<file path="src/rtl/pc_if.sv">
// Bundle between the control/branch-resolution logic and the PC unit.
interface pc_if #(
  parameter int unsigned WIDTH     = 32,
  parameter int unsigned RAS_DEPTH = 4
);
  localparam int unsigned CW = $clog2(RAS_DEPTH) + 1;

  logic             pc_write;
  logic             branch_taken;
  logic [WIDTH-1:0] branch_target;
  logic             jump;
  logic [WIDTH-1:0] jump_target;
  logic             jr;
  logic [WIDTH-1:0] jr_target;
  logic             link;
  logic             exc_req;
  logic             eret;
  logic [WIDTH-1:0] pc;
  logic [WIDTH-1:0] pc_next_seq;
  logic [WIDTH-1:0] epc;
  logic             addr_err;
  logic [WIDTH-1:0] ras_top;
  logic             ras_valid;
  logic [CW-1:0]    ras_count;

  modport master (
    output pc_write, branch_taken, branch_target, jump, jump_target,
           jr, jr_target, link, exc_req, eret,
    input  pc, pc_next_seq, epc, addr_err, ras_top, ras_valid, ras_count
  );

  modport slave (
    input  pc_write, branch_taken, branch_target, jump, jump_target,
           jr, jr_target, link, exc_req, eret,
    output pc, pc_next_seq, epc, addr_err, ras_top, ras_valid, ras_count
  );
endinterface

</file>
<file path="src/rtl/pc_unit.sv">
// Program counter with next-PC selection, EPC capture, misalignment trap
// and a circular return-address stack for jal/jr prediction.
module pc_unit #(
  parameter int unsigned      WIDTH        = 32,
  parameter logic [WIDTH-1:0] RESET_VECTOR = 32'h0000_0000,
  parameter logic [WIDTH-1:0] EXC_VECTOR   = 32'h8000_0180,
  parameter int unsigned      INSTR_BYTES  = 4,
  parameter int unsigned      RAS_DEPTH    = 4
) (
  input logic  clk,
  input logic  rst,
  pc_if.slave  bus
);
  localparam int unsigned      PW         = $clog2(RAS_DEPTH);
  localparam int unsigned      CW         = $clog2(RAS_DEPTH) + 1;
  localparam logic [WIDTH-1:0] INC        = WIDTH'(INSTR_BYTES);
  localparam logic [WIDTH-1:0] ALIGN_MASK = WIDTH'(INSTR_BYTES - 1);
  localparam logic [CW-1:0]    FULL       = CW'(RAS_DEPTH);

  logic [WIDTH-1:0] pc_q, epc_q, seq, tgt;
  logic             addr_err_q, has_tgt, misaligned, accept, ras_ok;
  logic             do_push, do_pop;
  logic [PW-1:0]    wp, top_idx, wr_idx;
  logic [CW-1:0]    count;
  logic [WIDTH-1:0] ras_mem [RAS_DEPTH];

  assign seq = pc_q + INC;

  // Redirect target by priority jr > jump > branch.
  always_comb begin
    tgt     = bus.branch_target;
    has_tgt = 1'b0;
    if (bus.jr) begin
      tgt     = bus.jr_target;
      has_tgt = 1'b1;
    end else if (bus.jump) begin
      tgt     = bus.jump_target;
      has_tgt = 1'b1;
    end else if (bus.branch_taken) begin
      has_tgt = 1'b1;
    end
  end

  assign misaligned = has_tgt && ((tgt & ALIGN_MASK) != '0);
  // Redirect sources only act when not pre-empted by exception or eret.
  assign accept     = bus.pc_write && !bus.exc_req && !bus.eret;
  assign ras_ok     = accept && !misaligned;
  assign do_push    = ras_ok && bus.link && (bus.jr || bus.jump);
  assign do_pop     = ras_ok && bus.jr;

  // PC, EPC and the misalignment pulse.
  always_ff @(posedge clk or negedge rst) begin
    if (!rst) begin
      pc_q       <= RESET_VECTOR;
      epc_q      <= '0;
      addr_err_q <= 1'b0;
    end else begin
      addr_err_q <= 1'b0;
      if (bus.exc_req) begin
        pc_q  <= EXC_VECTOR;
        epc_q <= pc_q;
      end else if (bus.pc_write) begin
        if (bus.eret) begin
          pc_q <= epc_q;
        end else if (misaligned) begin
          pc_q       <= EXC_VECTOR;
          epc_q      <= pc_q;
          addr_err_q <= 1'b1;
        end else if (has_tgt) begin
          pc_q <= tgt;
        end else begin
          pc_q <= seq;
        end
      end
    end
  end

  // jalr on a non-empty stack rewrites the top slot in place.
  assign top_idx = wp - PW'(1);
  assign wr_idx  = (do_pop && count != '0) ? top_idx : wp;

  // RAS pointer and occupancy; overflow wraps onto the oldest entry.
  always_ff @(posedge clk or negedge rst) begin
    if (!rst) begin
      wp    <= '0;
      count <= '0;
    end else if (do_pop && do_push) begin
      if (count == '0) begin
        wp    <= wp + PW'(1);
        count <= CW'(1);
      end
    end else if (do_push) begin
      wp <= wp + PW'(1);
      if (count != FULL) count <= count + CW'(1);
    end else if (do_pop && count != '0) begin
      wp    <= top_idx;
      count <= count - CW'(1);
    end
  end

  // RAS storage; contents are masked by count, so no reset is needed.
  always_ff @(posedge clk) begin
    if (do_push) ras_mem[wr_idx] <= seq;
  end

  assign bus.pc          = pc_q;
  assign bus.pc_next_seq = seq;
  assign bus.epc         = epc_q;
  assign bus.addr_err    = addr_err_q;
  assign bus.ras_count   = count;
  assign bus.ras_valid   = (count != '0);
  assign bus.ras_top     = (count != '0) ? ras_mem[top_idx] : '0;
endmodule

</file>
<file path="src/flat_wrapper.sv">
// flat-port wrapper written by rule: the top's interface ports become plain ports
module pc_unit_flat 
#(
  parameter int unsigned      WIDTH        = 32,
  parameter logic [WIDTH-1:0] RESET_VECTOR = 32'h0000_0000,
  parameter logic [WIDTH-1:0] EXC_VECTOR   = 32'h8000_0180,
  parameter int unsigned      INSTR_BYTES  = 4,
  parameter int unsigned      RAS_DEPTH    = 4
)
  (clk, rst, bus_pc_write, bus_branch_taken, bus_branch_target, bus_jump, bus_jump_target, bus_jr, bus_jr_target, bus_link, bus_exc_req, bus_eret, bus_pc, bus_pc_next_seq, bus_epc, bus_addr_err, bus_ras_top, bus_ras_valid, bus_ras_count);
  pc_if #(.WIDTH(WIDTH), .RAS_DEPTH(RAS_DEPTH)) bus_i ();
  input logic clk;
  input logic rst;
  input wire logic [$bits(bus_i.pc_write)-1:0] bus_pc_write;
  input wire logic [$bits(bus_i.branch_taken)-1:0] bus_branch_taken;
  input wire logic [$bits(bus_i.branch_target)-1:0] bus_branch_target;
  input wire logic [$bits(bus_i.jump)-1:0] bus_jump;
  input wire logic [$bits(bus_i.jump_target)-1:0] bus_jump_target;
  input wire logic [$bits(bus_i.jr)-1:0] bus_jr;
  input wire logic [$bits(bus_i.jr_target)-1:0] bus_jr_target;
  input wire logic [$bits(bus_i.link)-1:0] bus_link;
  input wire logic [$bits(bus_i.exc_req)-1:0] bus_exc_req;
  input wire logic [$bits(bus_i.eret)-1:0] bus_eret;
  output wire logic [$bits(bus_i.pc)-1:0] bus_pc;
  output wire logic [$bits(bus_i.pc_next_seq)-1:0] bus_pc_next_seq;
  output wire logic [$bits(bus_i.epc)-1:0] bus_epc;
  output wire logic [$bits(bus_i.addr_err)-1:0] bus_addr_err;
  output wire logic [$bits(bus_i.ras_top)-1:0] bus_ras_top;
  output wire logic [$bits(bus_i.ras_valid)-1:0] bus_ras_valid;
  output wire logic [$bits(bus_i.ras_count)-1:0] bus_ras_count;
  assign bus_i.pc_write = bus_pc_write;
  assign bus_i.branch_taken = bus_branch_taken;
  assign bus_i.branch_target = bus_branch_target;
  assign bus_i.jump = bus_jump;
  assign bus_i.jump_target = bus_jump_target;
  assign bus_i.jr = bus_jr;
  assign bus_i.jr_target = bus_jr_target;
  assign bus_i.link = bus_link;
  assign bus_i.exc_req = bus_exc_req;
  assign bus_i.eret = bus_eret;
  assign bus_pc = bus_i.pc;
  assign bus_pc_next_seq = bus_i.pc_next_seq;
  assign bus_epc = bus_i.epc;
  assign bus_addr_err = bus_i.addr_err;
  assign bus_ras_top = bus_i.ras_top;
  assign bus_ras_valid = bus_i.ras_valid;
  assign bus_ras_count = bus_i.ras_count;
  pc_unit #(.WIDTH(WIDTH), .RESET_VECTOR(RESET_VECTOR), .EXC_VECTOR(EXC_VECTOR), .INSTR_BYTES(INSTR_BYTES), .RAS_DEPTH(RAS_DEPTH)) u_core (.clk(clk), .rst(rst), .bus(bus_i));
endmodule
</file>
<file path="config.mk">
export PLATFORM = sky130hd
export DESIGN_NAME = pc_unit_flat
export DESIGN_NICKNAME = d
export VERILOG_FILES = /design/src/rtl/pc_if.sv /design/src/rtl/pc_unit.sv /design/src/flat_wrapper.sv
export SDC_FILE = /design/constraint.sdc
export NUM_CORES = 1
export LEC_CHECK = 0
export CAP_MARGIN = 20
export CORE_UTILIZATION = 55
export CTS_BUF_LIST = sky130_fd_sc_hd__clkbuf_8
export CTS_CLUSTER_DIAMETER = 150
export DETAILED_ROUTE_END_ITERATION = 6
export PLACE_DENSITY = 0.88
export SYNTH_ARGS = -nofsm -noshare
export SYNTH_HDL_FRONTEND = slang
export SYNTH_SLANG_ARGS = --single-unit
export TNS_END_PERCENT = 50
</file>
<file path="constraint.sdc">
create_clock -name clk -period 7.4 [get_ports clk]
set_input_delay 0.74 -clock clk [delete_from_list [all_inputs] [get_ports clk]]
set_output_delay 0.74 -clock clk [all_outputs]
set_load 0.02 [all_outputs]
</file>
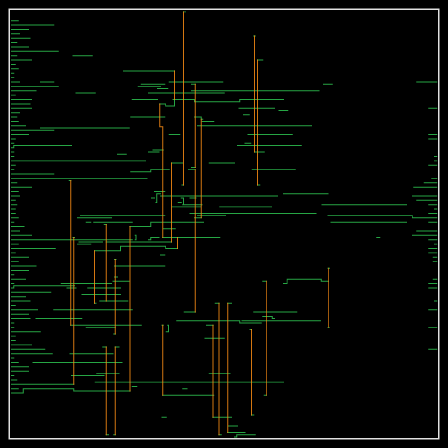
layers.png
Only two layers are drawn.
- green: M3 (wire length 1820 um)
- orange: M4 (wire length 779 um)
via count: 7059
routed length per instance: 21.15 um

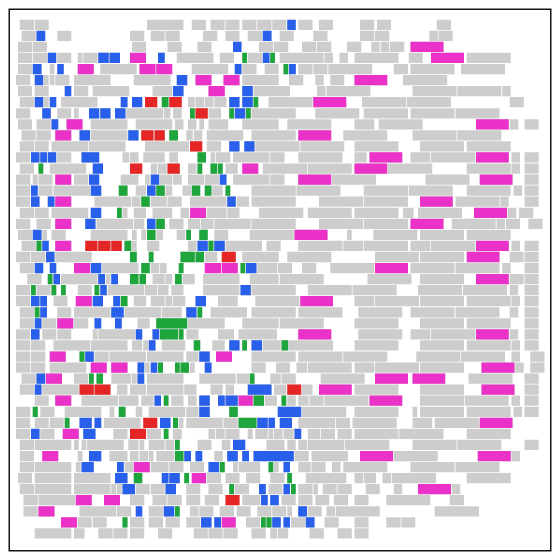
gates.png
- blue: aoi and oai cells (cells 134)
- red: non-inverting ao/oa cells (cells 18)
- green: nand cells (cells 82)
- magenta: mux cells (cells 68; where all over the die)

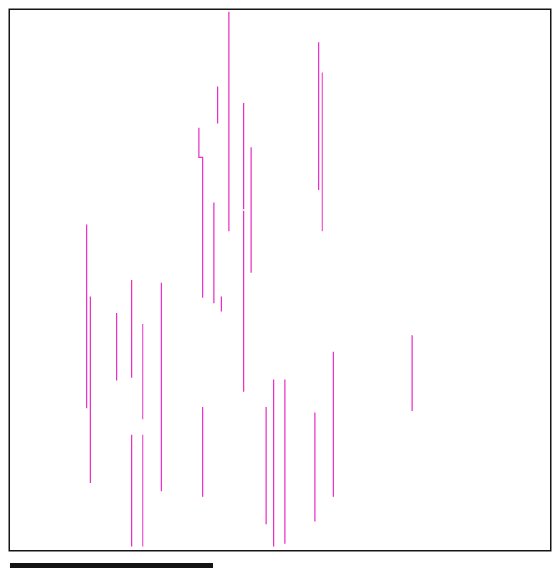
m4.png
Bar = 50 um.
- wire length on this layer: 779 um
- nets with wire on the layer: 20
- share of all routed wire: 3.2%
- longest straight run: 53.7 um
- main direction: vertical

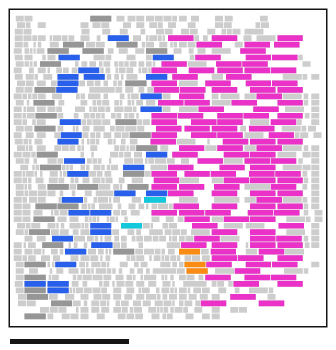
ff_map.png
Bar = 50 um. Other sequential cells in the stronger grey, the rest of the logic in the fainter grey.
- cyan: `u_core.wp` (flops 2)
- magenta: `u_core.ras_mem` (flops 128)
- blue: `u_core.bus.pc` (flops 32)
- orange: `u_core.bus.ras_count` (flops 3)
FF+latch area: 5597 sq um
Util after Layout: 74.70%

-- worst max path at each step --
stage,startpoint,endpoint,slack [ns]
after floorplan,bus_jr,u_core.ras_mem[2][0],2.85
after global placement,bus_jump,u_core.ras_mem[1][21],3.15
after detailed placement,bus_jump,u_core.ras_mem[1][16],3.08
after CTS,u_core.bus.pc[4],bus_pc_next_seq[31],3.26
after global routing,u_core.bus.pc[4],bus_pc_next_seq[31],3.00
final,u_core.bus.pc[4],bus_pc_next_seq[31],3.23
-- report_power, final --
part,switching (mW),internal (mW)
combinational,0.501,0.535
clock,0.389,0.343
sequential,0.0548,1.21
total,0.945,2.09
==> reports/qor.yml <==
ys_cells: 710
top_area_share_pct: 40.82
seq_area_share_pct: 45.02
logic_gate_count: 455
drc: 0
most_common_cell: "edfxtp_1"
met3_usage_pct: 5.900
h-tree-depth: 4
cts_max_path_buffers: 2
fin_crit_sh_pct: 56.32
antenna_found_initial: 0
power_mw: 3.038
num_antenna_cells: 0
dp_hpwl_mm: 17.46
buffers_excl_clock: 247
ir_drop_v: 0.0001540
post_dp_cell_area_sq_um: 11950
finalSetupTns_ns: 0
crit_required_ns: 6.66
nClkBuffers: 17
grt_overflow: 0
timing.critical_path.to_type: "output port"
route.met2.wl_mm: 11.98
ys_dominant_reg_cell: "edfxtp_1"
top_usage_layer: "met2"
clkLatencyLatePin_ns: 0.47
slowest_stage: "clkdlybuf4s50_1"
fin_area_sq_um: 12430
grt.total_usage_pct: 28.49
synth.avg_cell_area_sq_um: 13.26
cts_num_sinks: 198
tap-cell-count: 220
async_flop_share_pct: 35.35
synthAoiAreaFrac_pct: 11.09
core_area_sq_um: 16640
finalHoldViolCount: 0
rows: 47
fin_ws_ns: 3.233
grtUsageMet1_pct: 38.91
top_area_cell_class: "flip-flops and latches"
routed_wirelength_mm: 24.54
ff_count: 198
logic_area_sq_um: 3626
maxSlewViolCount: 0
top_register: "u_core.ras_mem"
path_delay_family: "simple AND/OR/NAND/NOR gates"
final-nonclk-buf-share_pct: 19.89
r2r_slack_ns: 4.21
layout-drive-gt1-share_pct: 14.47
yosysWarnings: 0
p_leak_nw: 4.489
crit_chain: "nand3_1 -> nor3_1 -> nand4_1 -> xnor2_1 -> clkdlybuf4s50_1"
wl_met3_mm: 1.821
cp.depth: 5
slowest_delay_ns: 0.74
edf_count: 128
path_class: "register to output port"
synth_area_leader_cell: "edfxtp_1"
dp.cells: 1126
use_met2_pct: 45.03
hold_buffers: 0
final-clk-cell-share_pct: 3.472
drt_iter0_drc: 687
lay_top_cells: "clkdlybuf4s50_1, edfxtp_1, dfrtp_1"
ys_types: 65
drv_cap: 0
pre_cts_ws_ns: 3.084
cts_resized: 0
r2r_start: "u_core.bus.ras_count[2]"
ys_seq_share_pct: 59.42
timing.slew.headroom_pct: 26.32
post-route-min-period_ns: 4.167
lay_top_count: "clkdlybuf4s50_1"
nets: 1034
tritoncts: "done"
top_logic_kind: "simple AND/OR/NAND/NOR gates"
ios: 238
cp.arrival_ns: 3.43
hold_class: "primary input to asynchronous set/reset pin"
cts_setup_buffers: 0
root_buffer: "clkbuf_8"
r2r_cells: 5
numSynthFlops: 198
r2r_end: "u_core.ras_mem[3][22]"
n_all_inverters: 8
fmax_mhz: 240.0
ys_sh_adder_pct: 0.2657
finClkSkew_ns: 0.01632
clkTransAtPathRegs_ns: 0.11
syn_area_sq_um: 9417
die_w_um: 132.8
tightestPinTransition_ns: 1.104
grt_pass1_wl_mm: 37.69
grt_setup_unrepaired: "false"
wl_met1_mm: 9.962
whs_ns: 0.3657
top_layer_used: "met4"
status: "completed"
drtPass1Iterations: 5
cp-start-kind: "register"
fillers: 1081
warning_count: 26
crit_buf_inv: 1
fp_nets: 817
largest_register_ff_count: 128
